`src/rtl/spmdv_pkg.sv`:
```
// Shared constants and types for the SpMDV output packer.
package spmdv_pkg;

    localparam int RESULT_W  = 22;
    localparam int VEC_LEN   = 256;
    localparam int NUM_VEC   = 16;
    localparam int VEC_IDX_W = $clog2(NUM_VEC);
    localparam int RES_CNT_W = 8;
    localparam int LANES     = 4;
    localparam int WORD_W    = 32;
    localparam int INT8_MAX  = 127;
    localparam int INT8_MIN  = -128;

    // One FIFO entry: packed bytes plus the framing that travels with them.
    typedef struct packed {
        logic [WORD_W-1:0]    data;
        logic                 last;
        logic [VEC_IDX_W-1:0] vec_idx;
    } fifo_word_t;

endpackage

```
`src/rtl/spmdv_fifo.sv`:
```
// First-word-fall-through FIFO for packed output words.
// A push into a full FIFO succeeds only when a pop happens in the same cycle.
module spmdv_fifo
    import spmdv_pkg::*;
#(
    parameter int DEPTH = 16,
    localparam int AW = $clog2(DEPTH)
) (
    input  logic        clk,
    input  logic        rst,
    input  logic        push,
    input  fifo_word_t  push_word,
    input  logic        pop,
    output fifo_word_t  head_word,
    output logic        full,
    output logic        empty,
    output logic [AW:0] count
);

    localparam logic [AW:0] FULL_COUNT = (AW + 1)'(DEPTH);

    fifo_word_t        mem [DEPTH];
    logic [AW-1:0]     wr_ptr_reg;
    logic [AW-1:0]     rd_ptr_reg;
    logic [AW:0]       count_reg;
    logic              wr_en;
    logic              rd_en;

    assign full      = (count_reg == FULL_COUNT);
    assign empty     = (count_reg == '0);
    assign count     = count_reg;
    assign wr_en     = push && (!full || pop);
    assign rd_en     = pop && !empty;
    assign head_word = mem[rd_ptr_reg];

    // Storage write; contents are datapath only and are not reset.
    always_ff @(posedge clk) begin
        if (wr_en) mem[wr_ptr_reg] <= push_word;
    end

    // Pointer and occupancy bookkeeping.
    always_ff @(posedge clk or negedge rst) begin
        if (!rst) begin
            wr_ptr_reg <= '0;
            rd_ptr_reg <= '0;
            count_reg  <= '0;
        end else begin
            if (wr_en) wr_ptr_reg <= wr_ptr_reg + 1'b1;
            if (rd_en) rd_ptr_reg <= rd_ptr_reg + 1'b1;
            case ({wr_en, rd_en})
                2'b10:   count_reg <= count_reg + 1'b1;
                2'b01:   count_reg <= count_reg - 1'b1;
                default: count_reg <= count_reg;
            endcase
        end
    end

endmodule

```
`src/rtl/spmdv_out_packer.sv`:
```
// Requantises 22-bit SpMDV results to int8, packs four per 32-bit word,
// tags words with vector framing and buffers them in an output FIFO.
module spmdv_out_packer
    import spmdv_pkg::*;
#(
    parameter int SHIFT      = 4,
    parameter int FIFO_DEPTH = 16,
    parameter int VEC_LEN    = spmdv_pkg::VEC_LEN,
    localparam int CNT_W = $clog2(FIFO_DEPTH) + 1
) (
    input  logic                 clk,
    input  logic                 rst,
    input  logic [RESULT_W-1:0]  i_result,
    input  logic                 i_valid,
    input  logic                 relu_en,
    input  logic                 clr_ovf,
    input  logic                 i_ready,
    output logic [WORD_W-1:0]    o_data,
    output logic                 o_valid,
    output logic                 o_last,
    output logic [VEC_IDX_W-1:0] o_vec_idx,
    output logic [CNT_W-1:0]     o_count,
    output logic                 o_ovf
);

    // Half-LSB rounding constant; zero when no shift is applied.
    localparam logic signed [RESULT_W:0] ROUND_ADD = (RESULT_W + 1)'((2 ** SHIFT) >> 1);
    localparam logic signed [RESULT_W:0] SAT_HI    = (RESULT_W + 1)'(INT8_MAX);
    localparam logic signed [RESULT_W:0] SAT_LO    = (RESULT_W + 1)'(INT8_MIN);
    localparam logic [RES_CNT_W-1:0]     LAST_RES  = RES_CNT_W'(VEC_LEN - 1);

    logic signed [RESULT_W:0] ext_val;
    logic signed [RESULT_W:0] rounded_val;
    logic signed [RESULT_W:0] shifted_val;
    logic [7:0]               q_byte;

    logic                     s1_valid_reg;
    logic [7:0]               s1_byte_reg;
    logic [1:0]               lane_reg;
    logic [RES_CNT_W-1:0]     res_cnt_reg;
    logic [VEC_IDX_W-1:0]     vec_cnt_reg;
    logic                     pk_last_reg;
    logic                     push_reg;
    logic [WORD_W-1:0]        pk_data;
    logic                     is_last_res;

    fifo_word_t               push_word;
    fifo_word_t               head_word;
    logic                     fifo_full;
    logic                     fifo_empty;
    logic                     pop;
    logic                     ovf_set;

    // Requantise: one extra bit of headroom keeps the rounding add from wrapping.
    always_comb begin
        ext_val     = {i_result[RESULT_W-1], i_result};
        rounded_val = ext_val + ROUND_ADD;
        shifted_val = rounded_val >>> SHIFT;
        if (relu_en && shifted_val[RESULT_W]) begin
            q_byte = 8'h00;
        end else if (shifted_val > SAT_HI) begin
            q_byte = 8'h7F;
        end else if (shifted_val < SAT_LO) begin
            q_byte = 8'h80;
        end else begin
            q_byte = shifted_val[7:0];
        end
    end

    // Stage 1: register the quantised byte and its valid.
    always_ff @(posedge clk or negedge rst) begin
        if (!rst) begin
            s1_valid_reg <= 1'b0;
            s1_byte_reg  <= '0;
        end else begin
            s1_valid_reg <= i_valid;
            if (i_valid) s1_byte_reg <= q_byte;
        end
    end

    assign is_last_res = (res_cnt_reg == LAST_RES);

    // One byte register per lane; a stage-1 byte lands in the lane currently selected.
    genvar gi;
    generate
        for (gi = 0; gi < LANES; gi++) begin : g_lane
            logic [7:0] byte_reg;
            // Capture the byte when this lane is the write target.
            always_ff @(posedge clk or negedge rst) begin
                if (!rst) begin
                    byte_reg <= '0;
                end else if (s1_valid_reg && lane_reg == 2'(gi)) begin
                    byte_reg <= s1_byte_reg;
                end
            end
            assign pk_data[gi*8 +: 8] = byte_reg;
        end
    endgenerate

    // Lane, result and vector counters; a completed word is pushed on the following edge.
    always_ff @(posedge clk or negedge rst) begin
        if (!rst) begin
            lane_reg    <= '0;
            res_cnt_reg <= '0;
            vec_cnt_reg <= '0;
            pk_last_reg <= 1'b0;
            push_reg    <= 1'b0;
        end else begin
            push_reg <= s1_valid_reg && (lane_reg == 2'd3);
            if (s1_valid_reg) begin
                lane_reg    <= lane_reg + 2'd1;
                res_cnt_reg <= is_last_res ? '0 : res_cnt_reg + 1'b1;
                pk_last_reg <= (lane_reg == 2'd0) ? is_last_res : (pk_last_reg | is_last_res);
            end
            // The vector index advances on the last word even if that word is dropped.
            if (push_reg && pk_last_reg) vec_cnt_reg <= vec_cnt_reg + 1'b1;
        end
    end

    assign push_word = {pk_data, pk_last_reg, vec_cnt_reg};
    assign pop       = !fifo_empty && i_ready;
    assign ovf_set   = push_reg && fifo_full && !pop;

    spmdv_fifo #(
        .DEPTH(FIFO_DEPTH)
    ) u_fifo (
        .clk       (clk),
        .rst       (rst),
        .push      (push_reg),
        .push_word (push_word),
        .pop       (pop),
        .head_word (head_word),
        .full      (fifo_full),
        .empty     (fifo_empty),
        .count     (o_count)
    );

    // Sticky overflow flag; a new overflow takes priority over a clear.
    always_ff @(posedge clk or negedge rst) begin
        if (!rst) begin
            o_ovf <= 1'b0;
        end else if (ovf_set) begin
            o_ovf <= 1'b1;
        end else if (clr_ovf) begin
            o_ovf <= 1'b0;
        end
    end

    assign o_valid   = !fifo_empty;
    assign o_data    = fifo_empty ? '0 : head_word.data;
    assign o_last    = fifo_empty ? 1'b0 : head_word.last;
    assign o_vec_idx = fifo_empty ? '0 : head_word.vec_idx;

endmodule

```
`config.mk`:
```
export PLATFORM = sky130hd
export DESIGN_NAME = spmdv_out_packer
export DESIGN_NICKNAME = d
export VERILOG_FILES = /design/src/rtl/spmdv_pkg.sv /design/src/rtl/spmdv_fifo.sv /design/src/rtl/spmdv_out_packer.sv
export SDC_FILE = /design/constraint.sdc
export NUM_CORES = 1
export LEC_CHECK = 0
export CAP_MARGIN = 20
export CORE_MARGIN = 1.5
export CORE_UTILIZATION = 55
export DETAILED_ROUTE_END_ITERATION = 7
export HOLD_SLACK_MARGIN = 0.05
export PLACE_DENSITY = 0.84
export SYNTH_ARGS = -nofsm -noshare
export SYNTH_HDL_FRONTEND = slang
export SYNTH_SLANG_ARGS = --single-unit
```
`constraint.sdc`:
```
create_clock -name clk -period 4.2 [get_ports clk]
set_input_delay 0.84 -clock clk [delete_from_list [all_inputs] [get_ports clk]]
set_output_delay 0.84 -clock clk [all_outputs]
set_load 0.01 [all_outputs]
```
### Congestion heat map

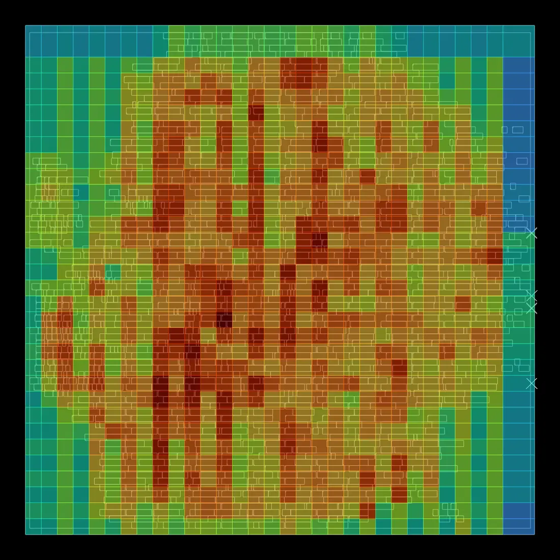
GRT busiest layer: met2
GR Util met1: 0.3360
WL/cell: 30.42 µm

==> notes.md <==
run metrics: status complete, but fails checks, failing checks DRC, sequential share of the synthesized area 0.7502, top cells by area edfxtp_1 68%, mux4_2 16%, dfrtp_1 6.8%, P_comb between 0.005 and 0.006 W, cells in synth_stat.txt about 1,200, wl on met1 between 20,000 and 25,000 µm, Yosys Warn Count 0, vias 12,979, Post-Route Utilization 0.6513, Net Sw Frac 0.2841, Worst setup SP type flip-flop, Dominant cell area share 0.6820, Die Y 220.7 µm, DIE WIDTH approximately 220 µm, Leakage ~10 nW, Seq cells 663, crit-path most repeated cell mux4_2, cell class with the largest area share sequential cells, largest net degree at the start of global routing a little over 70, fin crit period roughly 4.1 ns, pwr dens about 700 nW/µm², Fillers roughly 2,800, worst path bufs/invs 2, Max Slew Vio Count 0, Worst path depth 5, Worst-path clk slew around 0.060 ns, # clk buffers about 84, initial antenna violation count 0, Flop pwr share 0.448, Logic family by area multiplexers, Signal buf overhead 0.04579, post-route setup TNS 0 ns, initial DRC count between 1,000 and 1,500, cts hold-fix bufs 0, CP Capture Point o_data[30], Post-synth ARST share 0.1071, ANT nets after route 0, most numerous cell in the Yosys netlist edfxtp_1, Global Route met3 Usage 0.04962, tool warning count 38, Num CTS Buffers between 60 and 70, Resized Gates After CTS 11, Die Size slightly below 50,000 µm², Fin Hold WS 0.4032 ns, FF+latch count, synth 663, critical path arrival between 3 and 4 ns, largest area contributor in the netlist edfxtp_1, Seq. pwr 0.00948 W, dpl ws just under 0.6 ns, Pwr top registers, Dominant flop cell edfxtp_1, DRC 8, nets@finish about 1,400, Congestion Overflow GR 0, first-pass GRT wire length 88,670 µm, Tcrit/Tclk final 0.9840, Routed WL 60,160 µm, CP top delay family multiplexers, Area Overhead vs Synth 16.57%, Combinational Gates between 400 and 500, PortBufs between 60 and 70
### Logic cells by family

Scale bar: 50 µm.
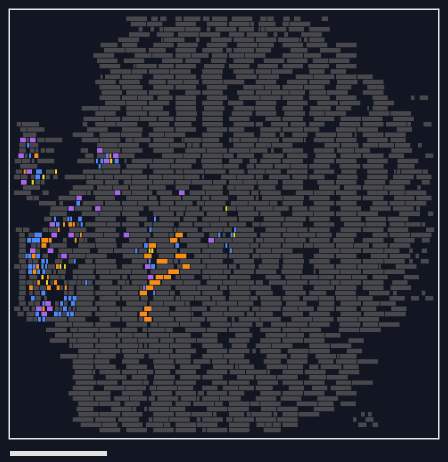
legend:
  xor and xnor cells:
    colour: purple
    cells: 27
    where: left middle
  inv cells:
    colour: yellow
    cells: 12
  nor cells:
    colour: orange
    cells: 40
    where: left middle
  nand cells:
    colour: blue
    cells: 63

Power figures rest on the tool's default switching activity, not on a simulated workload.
